### Wiring by layer

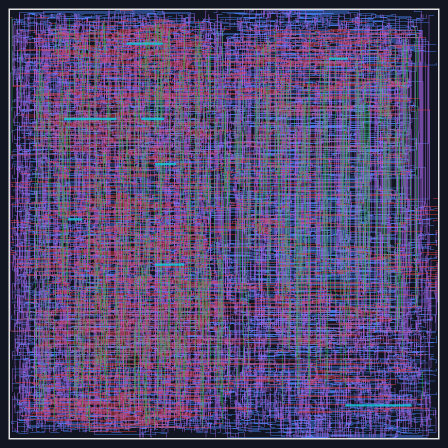
### Ports around the boundary

Pins as bars across the die edge, other pins in grey.
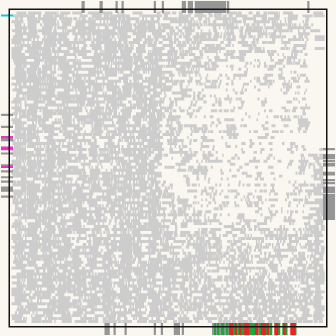
`config.mk`:
```
export PLATFORM = sky130hd
export DESIGN_NAME = param_seq_datapath
export DESIGN_NICKNAME = d
export VERILOG_FILES = /design/src/rtl/param_seq_datapath.sv
export SDC_FILE = /design/constraint.sdc
export NUM_CORES = 2
export LEC_CHECK = 0
export CORE_UTILIZATION = 55
export DETAILED_ROUTE_END_ITERATION = 16
export GPL_TIMING_DRIVEN = 0
export PLACE_DENSITY = 0.74
export SLEW_MARGIN = 40
export SYNTH_ARGS = -nofsm -noshare
export SYNTH_HDL_FRONTEND = slang
export SYNTH_SLANG_ARGS = --single-unit
export TNS_END_PERCENT = 10
```
`constraint.sdc`:
```
create_clock -name clock -period 11.8 [get_ports clock]
set_input_delay 2.95 -clock clock [delete_from_list [all_inputs] [get_ports clock]]
set_output_delay 2.95 -clock clock [all_outputs]
set_load 0.05 [all_outputs]
```
`src/rtl/param_seq_datapath.sv`:
```
// Single-bus datapath with an internal micro-step sequencer and memory handshake.
// Define SEQ_DATAPATH_MUL_EN to enable the signed multiply (opcode 7) into HI/LO.
module param_seq_datapath #(
   parameter int DATA_WIDTH = 32,
   parameter int NUM_REGS   = 16,
   parameter int ADDR_WIDTH = 32,
   parameter int IMM_WIDTH  = 19
) (
   input  logic                        clock,
   input  logic                        clear_n,
   input  logic                        cmd_valid,
   output logic                        cmd_ready,
   input  logic [1:0]                  cmd_type,
   input  logic [3:0]                  cmd_op,
   input  logic [$clog2(NUM_REGS)-1:0] cmd_rd,
   input  logic [$clog2(NUM_REGS)-1:0] cmd_ra,
   input  logic [$clog2(NUM_REGS)-1:0] cmd_rb,
   input  logic [IMM_WIDTH-1:0]        cmd_imm,
   output logic                        done,
   output logic                        err,
   output logic [ADDR_WIDTH-1:0]       mem_addr,
   output logic                        mem_rd,
   output logic                        mem_wr,
   output logic [DATA_WIDTH-1:0]       mem_wdata,
   input  logic [DATA_WIDTH-1:0]       mem_rdata,
   input  logic                        mem_ready,
   input  logic [$clog2(NUM_REGS)-1:0] dbg_sel,
   output logic [DATA_WIDTH-1:0]       dbg_data
);

   localparam int RW = $clog2(NUM_REGS);
   localparam logic [DATA_WIDTH-1:0] DW_MOD = DATA_WIDTH'(DATA_WIDTH);

   localparam logic [1:0] T_ALU = 2'd0;
   localparam logic [1:0] T_LD  = 2'd1;
   localparam logic [1:0] T_ST  = 2'd2;
   localparam logic [1:0] T_MF  = 2'd3;

   typedef enum logic [2:0] {
      IDLE, LD_RY, EXEC, WB, MEM_REQ, MEM_CAP, DONE
   } state_t;

   typedef struct packed {
      logic [1:0]           ctype;
      logic [3:0]           op;
      logic [RW-1:0]        rd;
      logic [RW-1:0]        ra;
      logic [RW-1:0]        rb;
      logic [IMM_WIDTH-1:0] imm;
   } cmd_t;

   state_t state;
   state_t nxt;
   cmd_t   cq;
   logic   accept;

   logic [DATA_WIDTH-1:0] rf [NUM_REGS];
   logic [DATA_WIDTH-1:0] ry;
   logic [DATA_WIDTH-1:0] rzl;
   logic [DATA_WIDTH-1:0] hi;
   logic [DATA_WIDTH-1:0] lo;
   logic [ADDR_WIDTH-1:0] mar;
   logic [DATA_WIDTH-1:0] mdr;

   logic [DATA_WIDTH-1:0] opb;
   logic [DATA_WIDTH-1:0] shamt;
   logic [DATA_WIDTH-1:0] alu_lo;
   logic                  bad_op;

`ifdef SEQ_DATAPATH_MUL_EN
   logic [DATA_WIDTH-1:0]   rzh;
   logic [DATA_WIDTH-1:0]   alu_hi;
   logic [2*DATA_WIDTH-1:0] prod;
`endif

   assign accept    = cmd_valid && cmd_ready;
   assign opb       = rf[cq.rb];
   assign shamt     = opb % DW_MOD;
   assign mem_addr  = mar;
   assign mem_wdata = mdr;
   assign dbg_data  = rf[dbg_sel];

`ifdef SEQ_DATAPATH_MUL_EN
   // Low 2W bits of sign-extended operands give the signed product.
   assign prod = {{DATA_WIDTH{ry[DATA_WIDTH-1]}}, ry}
               * {{DATA_WIDTH{opb[DATA_WIDTH-1]}}, opb};
`endif

   always_comb begin
      alu_lo = '0;
      bad_op = 1'b0;
`ifdef SEQ_DATAPATH_MUL_EN
      alu_hi = '0;
`endif
      case (cq.op)
         4'd0: alu_lo = ry + opb;
         4'd1: alu_lo = ry - opb;
         4'd2: alu_lo = ry & opb;
         4'd3: alu_lo = ry | opb;
         4'd4: alu_lo = ry ^ opb;
         4'd5: alu_lo = ry << shamt;
         4'd6: alu_lo = ry >> shamt;
`ifdef SEQ_DATAPATH_MUL_EN
         4'd7: {alu_hi, alu_lo} = prod;
`endif
         default: bad_op = 1'b1;
      endcase
   end

   always_comb begin
      nxt = state;
      case (state)
         IDLE, DONE: begin
            nxt = IDLE;
            if (accept) begin
               case (cmd_type)
                  T_ALU:   nxt = LD_RY;
                  T_MF:    nxt = WB;
                  default: nxt = EXEC;
               endcase
            end
         end
         LD_RY: nxt = EXEC;
         EXEC: nxt = (cq.ctype == T_ALU) ? WB : MEM_REQ;
         MEM_REQ: begin
            if (mem_ready)
               nxt = (cq.ctype == T_ST) ? DONE : MEM_CAP;
         end
         MEM_CAP: nxt = WB;
         WB: nxt = DONE;
         default: nxt = IDLE;
      endcase
   end

   always_ff @(posedge clock or negedge clear_n) begin
      if (!clear_n) begin
         state     <= IDLE;
         cmd_ready <= 1'b1;
         done      <= 1'b0;
         err       <= 1'b0;
         mem_rd    <= 1'b0;
         mem_wr    <= 1'b0;
      end else begin
         state     <= nxt;
         cmd_ready <= (nxt == IDLE) || (nxt == DONE);
         done      <= (nxt == DONE);
         err       <= (nxt == DONE) && (cq.ctype == T_ALU) && bad_op;
         mem_rd    <= (nxt == MEM_REQ) && (cq.ctype == T_LD);
         mem_wr    <= (nxt == MEM_REQ) && (cq.ctype == T_ST);
      end
   end

   always_ff @(posedge clock or negedge clear_n) begin
      if (!clear_n) begin
         for (int i = 0; i < NUM_REGS; i++)
            rf[i] <= '0;
         cq  <= '0;
         ry  <= '0;
         rzl <= '0;
         hi  <= '0;
         lo  <= '0;
         mar <= '0;
         mdr <= '0;
`ifdef SEQ_DATAPATH_MUL_EN
         rzh <= '0;
`endif
      end else begin
         if (accept)
            cq <= '{cmd_type, cmd_op, cmd_rd, cmd_ra, cmd_rb, cmd_imm};
         case (state)
            LD_RY: ry <= rf[cq.ra];
            EXEC: begin
               if (cq.ctype == T_ALU) begin
                  rzl <= alu_lo;
`ifdef SEQ_DATAPATH_MUL_EN
                  rzh <= alu_hi;
`endif
               end else begin
                  mar <= ADDR_WIDTH'(rf[cq.ra]
                         + DATA_WIDTH'($signed(cq.imm)));
                  if (cq.ctype == T_ST)
                     mdr <= opb;
               end
            end
            MEM_REQ: begin
               if (mem_ready && (cq.ctype == T_LD))
                  mdr <= mem_rdata;
            end
            WB: begin
               case (cq.ctype)
                  T_ALU: begin
                     if (!bad_op) begin
                        rf[cq.rd] <= rzl;
`ifdef SEQ_DATAPATH_MUL_EN
                        if (cq.op == 4'd7) begin
                           hi <= rzh;
                           lo <= rzl;
                        end
`endif
                     end
                  end
                  T_LD: rf[cq.rd] <= mdr;
                  T_MF: rf[cq.rd] <= cq.op[0] ? lo : hi;
                  default: ;
               endcase
            end
            default: ;
         endcase
      end
   end

endmodule

```
==> summary.txt <==
impl run done, here's what came out: WP depth=26, slew at the pin with the worst max-slew slack=1.024 ns, worst relative slew slack=0.3174, level count of the clock H-tree=3, Syn Nets=4662, sequential element share of the synthesized area=0.3768, final tally of max-slew violations=0, fraction of the mapped netlist area in adder cells=0.03663, share of synthesized cell area in and, or, nand and nor gates=0.1109, largest net degree at the start of global routing=115, Comb pwr share=0.632, Compound-Gate Fraction of Synth Area=0.1657, switching share of power=0.5366, final core utilization=0.6345, area growth from synthesis to layout=14.31%, maximum vdd ir drop=0.1677 mV, share of the synthesized area in the top cell type=0.3762, number of distinct library cells after synthesis=85, destination of the critical timing path=rzl[29]$_DFFE_PN0P_, synthesis-stage register bit count=685, unrepaired setup endpoints after global routing=false, outcome=complete, no violations, most common library cell in the layout ignoring fill and taps=dfrtp_1, via/cell ratio=7.629, Met1 Routed Length=74.45 mm, pre-CTS worst setup slack=2.968 ns, detailed route wirelength on metal3=35.77 mm, Clk pwr share=0.148, clk_skew=0.03851 ns, worst stage delay on the critical path=0.81 ns, P_leak=0.02176 uW, ratio of final minimum period to clock period=0.8277, cell at the root of the clock tree=clkbuf_16, largest fanout on the critical path=13, depth of the worst register-to-register path=26, filler instances=6564, Die Outline Area=83880 um2
Back to the opening pictures, 'Wiring by layer':
Key: met3 = red [wire length 35.8 mm]; met2 = purple [wire length 93.4 mm]; met5 = cyan [wire length 165 um]; met1 = blue [wire length 74.5 mm]; met4 = green [wire length 23.3 mm]

Back to the opening pictures, 'Ports around the boundary':
Key: clock = cyan [pins 1, direction input, edge left]; dbg_sel = magenta [pins 4, direction input, edge left]; mem_addr = green [pins 32, direction output, edge bottom]; cmd_imm = red [pins 19, direction input, edge bottom]

==> synth_stat cells (8+ instances only) <==
master    number
dfrtp_1      684
a21oi_1      611
nor2_1       570
mux4_2       445
nand2_1      406
o21ai_0      341
clkbuf_1     279
ha_1         130
mux2i_1       87
inv_1         82
buf_1         59
xnor2_1       59
nand3_1       58
mux2_2        53
a221oi_1      46
nor3_1        46
a22oi_1       37
a31oi_1       36
a211oi_1      34
nand2b_1      26
a21o_1        24
buf_2         23
xor2_1        20
o211ai_1      18
and2_1        16
a221o_1       15
a32oi_1       14
nand4_1       13
nor2b_1       13
o22ai_1       13
o31ai_1       11
and3_1        10
o21a_1        10
or3_1         10
a311oi_1       8
buf_6          8
Power is estimated from default activity; no workload was simulated.
